`src/rtl/mod_counter_pkg.sv`:
```
// Shared types and parameter-legality helper for the mod_counter block.
// Optional feature macro used by mod_counter: MOD_COUNTER_SAT_EN.
package mod_counter_pkg;

  typedef enum logic {
    DIR_DOWN = 1'b0,
    DIR_UP   = 1'b1
  } dir_e;

  // True when WIDTH, MAX_VAL and PRESCALE describe a buildable counter.
  function automatic bit params_ok(input int width, input longint max_val, input int prescale);
    longint top;
    if (width < 1 || width > 62 || prescale < 1) return 1'b0;
    top = (longint'(1) << width) - 1;
    return (max_val >= 1) && (max_val <= top);
  endfunction

endpackage

```
`src/rtl/mod_counter_tick_prescaler.sv`:
```
// tick_prescaler: emits one enabled-clock tick every PRESCALE enabled clocks.
// The phase counter freezes while en is low and restarts on clr or rst.
// With PRESCALE=1 the block is a pure pass-through of en.
module tick_prescaler #(
  parameter int PRESCALE = 1
) (
  input  logic clk,
  input  logic rst,
  input  logic en,
  input  logic clr,
  output logic tick
);

  if (PRESCALE == 1) begin : g_pass
    logic unused;
    assign unused = &{1'b0, clk, rst, clr};
    assign tick   = en;
  end else begin : g_div
    localparam int PW = $clog2(PRESCALE);
    localparam logic [PW-1:0] LAST = PW'(PRESCALE - 1);

    logic [PW-1:0] pre_cnt;

    // Phase counter: 0..PRESCALE-1, advancing only on enabled clocks.
    always_ff @(posedge clk) begin
      if (rst) begin
        pre_cnt <= '0;
      end else if (clr) begin
        pre_cnt <= '0;
      end else if (en) begin
        if (pre_cnt == LAST) pre_cnt <= '0;
        else                 pre_cnt <= pre_cnt + PW'(1);
      end
    end

    assign tick = en && (pre_cnt == LAST);
  end

endmodule

```
`src/rtl/mod_counter.sv`:
```
// mod_counter: parametrised up/down modulo counter with synchronous load,
// enable, prescaler and a registered wrap pulse.
// Optional feature: define MOD_COUNTER_SAT_EN to add the sat_mode port, which
// makes the counter hold at its end values instead of wrapping.
module mod_counter
  import mod_counter_pkg::*;
#(
  parameter int WIDTH    = 8,
  parameter int MAX_VAL  = 2**WIDTH - 1,
  parameter int PRESCALE = 1
) (
  input  logic             clk,
  input  logic             rst,
  input  logic             en,
  input  logic             up_dn,
  input  logic             load,
  input  logic [WIDTH-1:0] load_val,
`ifdef MOD_COUNTER_SAT_EN
  input  logic             sat_mode,
`endif
  output logic [WIDTH-1:0] count,
  output logic             wrap
);

  if (!params_ok(WIDTH, longint'(MAX_VAL), PRESCALE)) begin : g_bad_params
    $error("mod_counter: illegal WIDTH/MAX_VAL/PRESCALE combination");
  end

  localparam logic [WIDTH-1:0] MAX_V = WIDTH'(MAX_VAL);

  logic             tick;
  logic             sat;
  dir_e             dir;
  logic [WIDTH-1:0] load_clamped;
  logic [WIDTH-1:0] next_count;
  logic             next_wrap;

`ifdef MOD_COUNTER_SAT_EN
  assign sat = sat_mode;
`else
  assign sat = 1'b0;
`endif

  assign dir = dir_e'(up_dn);

  // Loads above the terminal value are clamped so no illegal state is reachable.
  assign load_clamped = (load_val > MAX_V) ? MAX_V : load_val;

  // The prescale period restarts whenever a load is taken.
  tick_prescaler #(
    .PRESCALE (PRESCALE)
  ) u_prescaler (
    .clk  (clk),
    .rst  (rst),
    .en   (en),
    .clr  (load),
    .tick (tick)
  );

  // Next value for a step in the sampled direction, wrapping or saturating at the ends.
  always_comb begin
    next_count = count;
    next_wrap  = 1'b0;
    if (dir == DIR_UP) begin
      if (count == MAX_V) begin
        next_count = sat ? MAX_V : '0;
        next_wrap  = !sat;
      end else begin
        next_count = count + WIDTH'(1);
      end
    end else begin
      if (count == '0) begin
        next_count = sat ? '0 : MAX_V;
        next_wrap  = !sat;
      end else begin
        next_count = count - WIDTH'(1);
      end
    end
  end

  // Count register: reset beats load, load beats a step; wrap is a one-cycle pulse.
  always_ff @(posedge clk) begin
    if (rst) begin
      count <= '0;
      wrap  <= 1'b0;
    end else if (load) begin
      count <= load_clamped;
      wrap  <= 1'b0;
    end else if (tick) begin
      count <= next_count;
      wrap  <= next_wrap;
    end else begin
      wrap  <= 1'b0;
    end
  end

endmodule

```
`config.mk`:
```
export PLATFORM = sky130hd
export DESIGN_NAME = mod_counter
export DESIGN_NICKNAME = d
export VERILOG_FILES = /design/src/rtl/mod_counter_pkg.sv /design/src/rtl/mod_counter_tick_prescaler.sv /design/src/rtl/mod_counter.sv
export SDC_FILE = /design/constraint.sdc
export NUM_CORES = 1
export LEC_CHECK = 0
export CORE_MARGIN = 2
export CORE_UTILIZATION = 44
export CTS_CLUSTER_SIZE = 14
export DETAILED_ROUTE_END_ITERATION = 7
export PLACE_DENSITY = 0.75
export RECOVER_POWER = 100
export SETUP_SLACK_MARGIN = 0.02
export SYNTH_ARGS = -nofsm -noshare
export SYNTH_HDL_FRONTEND = slang
export SYNTH_HIERARCHICAL = 1
export SYNTH_SLANG_ARGS = --single-unit
```
`constraint.sdc`:
```
create_clock -name clk -period 1.8 [get_ports clk]
set_clock_uncertainty 0.1 [all_clocks]
set_input_delay 0.45 -clock clk [delete_from_list [all_inputs] [get_ports clk]]
set_output_delay 0.45 -clock clk [all_outputs]
set_load 0.005 [all_outputs]
```
Figure 1. Clock wiring as the flow saved it (run 1).
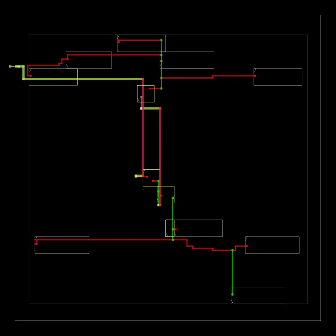
Power Clock: 172 uW
CLK BUF: 4
CTS Buf Count: 3
Insertion Delay late pin: 0.27 ns

Figure 2. Signal wires by layer (run 1).
(6 px per um)
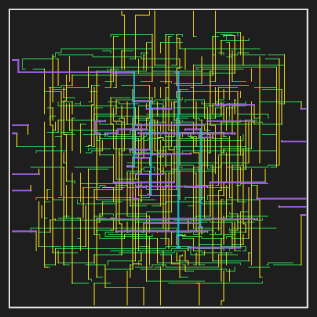
- cyan: met4 (wire length 76.8 um)
- green: met1 (wire length 1360 um)
- purple: met3 (wire length 235 um)
- yellow: met2 (wire length 1390 um)
gr usage total: 24.3%
vias: 1132
drt wl/cell: 15.7 um

==> results.txt, run 1 <==
impl run done, here's what came out: flip-flops with a built-in enable 0, # fillers 175, Hold WS 0.510 ns, R2R Path End count[2]$_SDFFE_PP0P_, Synth Flop Type dfxtp_1, Reg area 200 um^2, Max-area cell share 19.8%, Clk pwr share 22.2%, reg2reg setup slack 0.03 ns, synthesis-to-finish area growth 60.7%, Yosys warnings 6, floorplan utilization 46.4%, Synth Net Count 136, Buffers on Ports 21, antenna diode count 0, worst hold path type flip-flop to flip-flop, reg2reg path depth 6, # hold bufs at CTS 0, Fmax 565 MHz, chip footprint 0.00245 mm^2, Pint 505 uW, root buffer cell clkbuf_4, crit path cell chain clkdlybuf4s50_1, placed insts 174, Psw 268 uW, Post-CTS Resized 19, final period utilization 98.3%, Mux area share 3.44%, DRT met1 WL 1.36 mm, fin cells 195, Die Span Y 49.5 um, crit path DAT 1.22 ns, Hold Fails Final Rpt 0, Synth Area in XOR/XNOR 2.89%, logic area 678 um^2, PwrDens 529 mW/mm^2, Met2 Routed Length 1.39 mm, Top cells by area dfxtp_1 (20%), nor2_1 (5.4%), a21oi_1 (5.0%), Comb pwr share 46.3%, outcome finished clean, AO/OA Area Share 26.5%, clk buf depth 2, # setup viols final 0, worst-margin pin slew 0.331 ns, Pre-antenna DRT Iters 4, maximum vdd drop 0.000375 V, IO Pins 22, Seq share, synth 19.8%, TritonCTS clock tree built, Crit path depth 1, fin. max-slew vios 0, CP startpoint kind flip-flop, Distinct cells, synth 47, post-CTS setup buffers 1, Layout Utilization 74.5%, Yosys reg bits 9, HPWL Detailed 2.00 mm, Final Critical Period 1.77 ns, Commonest Layout Cell buf_4, CTS clock-pin slew for the worst setup and hold paths 0.07 ns, Hold Crit Depth 2, most frequent cells in the layout buf_4 (32), clkdlybuf4s50_1 (17), nor2_1 (13), Post-Synth Adder-Cell Area 4.13%, RePlAce Congestion 0.868, Hold EP count[6]$_SDFFE_PP0P_, Yosys Chip Area 910 um^2, top routing layer in use met4, cell type with the largest total area dfxtp_1, drt first-iter violations 68, Max-Cap Viols 0, number of remaining DRC errors 0, H-tree depth 1, Slew headroom 77.9%, critical path's slowest cell clkdlybuf4s50_1, Core Rows 16, crit path kind flip-flop to primary output, sequential fraction of design power 31.5%, sw frac 34.7%, tool warnings 31, global route overflow 0, leakage dissipation 0.000630 uW, share of cells above drive strength 1 36.3%, GRT Max-Usage Layer met2, crit path launch count[3]$_SDFFE_PP0P_, M1 GR Usage 30.5%, die width 49.5 um, comb area leader simple AND/OR/NAND/NOR gates, Hold Startpoint count[6]$_SDFFE_PP0P_, Final ANT Viol Nets 0, seq pwr 243 uW, crit path DRT 1.25 ns, crit path max fanout 7, Worst path max stage delay 0.53 ns, reg2reg start count[0]$_SDFFE_PP0P_, vias per inst 5.81, first-pass GRT wire length 4.52 mm, last element of the critical path count[3], core box area 0.00196 mm^2, largest net degree at the start of global routing 15, Top pwr grp combinational cells, count leader, synth nor2_1, clk sink count 9
Figure 3. M3 wires (run 1).
(10 px per um)
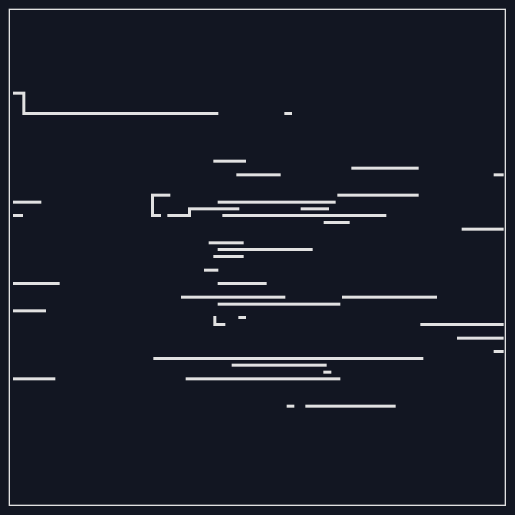
- longest straight run: 26.7 um
- share of all routed wire: 7.7%
- wire length on this layer: 235 um
GRT met3 Usage: 5.15%
final wirelength: 3.07 mm

run 1: final cells by class:
type | instances | share of cell area (%)
clock buffer | 4 | 1.80
tap | 27 | 2.31
inverter | 6 | 1.88
multi-input combinational | 92 | 46.4
sequential | 9 | 13.7
timing repair buffer | 57 | 33.9
run 1: stage by stage:
step / setup TNS [ns] / setup slack [ns] / cell area (um^2) / total power, uW
2_1_floorplan: -0.0232 / -0.0232 / 927 / 414
3_3_place_gp: -1.90 / -0.397 / 1230 / 517
3_5_place_dp: -2.09 / -0.412 / 1230 / 523
4_1_cts: 0 / 0.00279 / 1320 / 705
5_1_grt: -0.00508 / -0.00399 / 1460 / 815
6_report: 0 / 0.0300 / 1460 / 773
run 1: flip-flops by register name, indices dropped and copies added, names as in the netlist:
| name | cells |
|---|---|
| count | 8 |
| wrap | 1 |
==> run 2: changes to the inputs <==
- CAP_MARGIN: default -> 20
Figure 4. M3 wires (run 2).
(10 px per um)
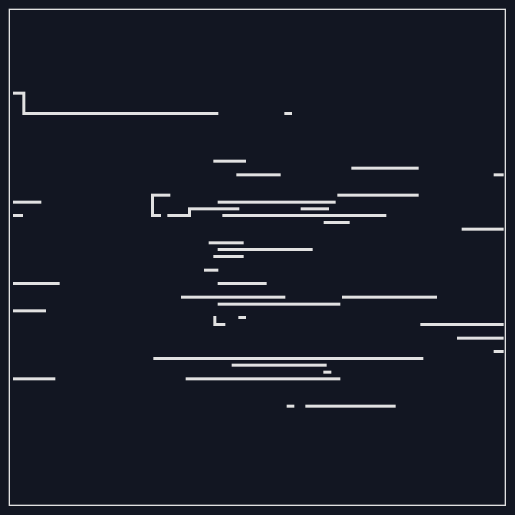
- nets with wire on the layer: 30
- share of all routed wire: 7.7%
- wire length on this layer: 235 um
- longest straight run: 26.7 um

Figure 5. Gate families picked out (run 2).
(6 px per um)
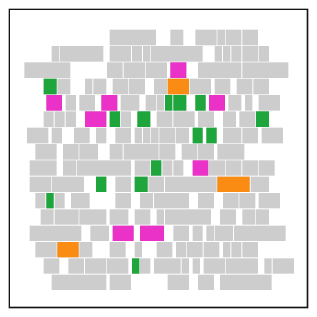
- magenta: AND-OR and OR-AND gates (cells 8)
- orange: multiplexers (cells 3)
- green: NAND gates (cells 14)
Commonest Layout Cell: buf_4
fin cells: 195
Comb/total area: 46.4%

==> run 2 against run 1 <==
Worst hold slack is the same. Critical path depth did not move. Synthesized area unchanged. Non-clock buffer count did not move. Sequential power about the same. Global-route usage did not move. Synthesized cell count unchanged. Via count stayed put. Critical path type unchanged. Largest cell class unchanged. Largest power group unchanged.
==> results.txt, run 2 <==
impl run done, here's what came out: M1 GR Usage 30.5% (unchanged), antenna diode count 0 (unchanged), die width 49.5 um (unchanged), crit path kind flip-flop to primary output, placed insts 174 (unchanged), sw frac 34.7% (unchanged), drt first-iter violations 68 (unchanged), pre-CTS WS -0.412 ns (unchanged), H-tree depth 1 (unchanged), worst-margin pin slew 0.331 ns (unchanged), count leader, synth nor2_1, Hold Startpoint count[6]$_SDFFE_PP0P_, Psw 268 uW (unchanged), reg2reg start count[0]$_SDFFE_PP0P_, n_taps 27 (unchanged), # setup viols final 0 (unchanged), fin. max-slew vios 0 (unchanged), outcome finished clean, crit path DAT 1.22 ns (about the same), sequential fraction of design power 31.5% (about the same), Buffers on Ports 21 (unchanged), Distinct cells, synth 47 (unchanged), maximum vdd drop 0.000375 V (unchanged), crit path cell chain clkdlybuf4s50_1, top routing layer in use met4, Largest register FFs 8 (unchanged), Layout Utilization 74.5% (unchanged), Max-Cap Viols 0 (unchanged), PwrDens 529 mW/mm^2 (unchanged), final wirelength 3.07 mm (unchanged), worst hold path type flip-flop to flip-flop, Core Rows 16 (unchanged), cell type with the largest total area dfxtp_1, Reg area 200 um^2 (unchanged), flop share of the area 13.7% (unchanged), flip-flops with a built-in enable 0 (unchanged), Synth Flop Type dfxtp_1, gr usage total 24.3% (unchanged), Met2 Routed Length 1.39 mm (unchanged), floorplan utilization 46.4% (unchanged), Final ANT Viol Nets 0 (unchanged), DP Area 0.00123 mm^2 (unchanged), Layout non-clock buf frac 33.9% (unchanged), non-clock inverter count in the final layout 6 (unchanged), critical path's slowest cell clkdlybuf4s50_1, largest net degree at the start of global routing 15 (unchanged), vias 1132 (unchanged), # hold bufs at CTS 0 (unchanged), setup_tns 0 ns (unchanged), crit path max fanout 7 (unchanged), flop count 9 (unchanged), Top reg by flops count, Insertion Delay late pin 0.27 ns (about the same), crit path DRT 1.25 ns (about the same), leakage dissipation 0.000630 uW (unchanged), combinational gates 92 (unchanged), Die Span Y 49.5 um (unchanged), GRT met3 Usage 5.15% (unchanged), Crit path depth 1 (unchanged), vias per inst 5.81 (unchanged), Fmax 565 MHz (unchanged), clk buf depth 2 (unchanged), seq pwr 243 uW (about the same), non-clock buffer total of the final layout 57 (unchanged), Final Cell Area 0.00146 mm^2 (unchanged), core box area 0.00196 mm^2 (unchanged), Slew headroom 77.9% (unchanged), Tot Pwr 773 uW (unchanged), IO Pins 22 (unchanged), # fillers 175 (unchanged), final setup margin 0.0300 ns (unchanged), top cell category combinational gates, Hold Crit Depth 2 (unchanged), biggest regs count: 8 flops, wrap: 1 flops, CTS clock-pin slew for the worst setup and hold paths 0.07 ns (about the same)
Figure 6. Signal wires by layer (run 2).
(6 px per um)
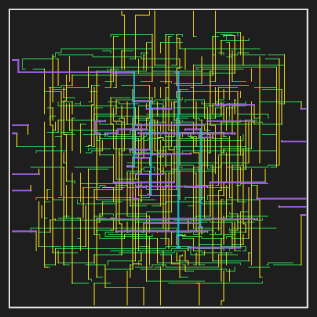
- purple: met3 (wire length 235 um)
- cyan: met4 (wire length 76.8 um)
- green: met1 (wire length 1360 um)
- yellow: met2 (wire length 1390 um)

[run 2: kinds of logic (layout without fill, tap and decap cells)]
family                   count (synthesis)  in the layout  synth area share, %
buffers and inverters                   19             67                 11.3
AND-OR/OR-AND                           35             35                 26.5
flip-flops                               9              9                 19.8
XOR/XNOR                                 3              3                 2.89
multiplexers                             3              3                 3.44
AND/OR/NAND/NOR                         48             48                 31.9
adder cells (fa/ha/maj)                  3              3                 4.13
[run 2: path summary, 6_finish.rpt]
path / to / slack (ns)
min: count[6]$_SDFFE_PP0P_ / 0.51
max reg2reg: count[2]$_SDFFE_PP0P_ / 0.03
min reg2reg: count[6]$_SDFFE_PP0P_ / 0.51
max: count[3] / 0.03
[run 2: what timing repair did]
item,CTS,global route
gates resized,19,9
setup buffers,1,16
pin swaps,2,8
endpoints found under the setup margin,12,11
Power and IR drop assume default switching activity.
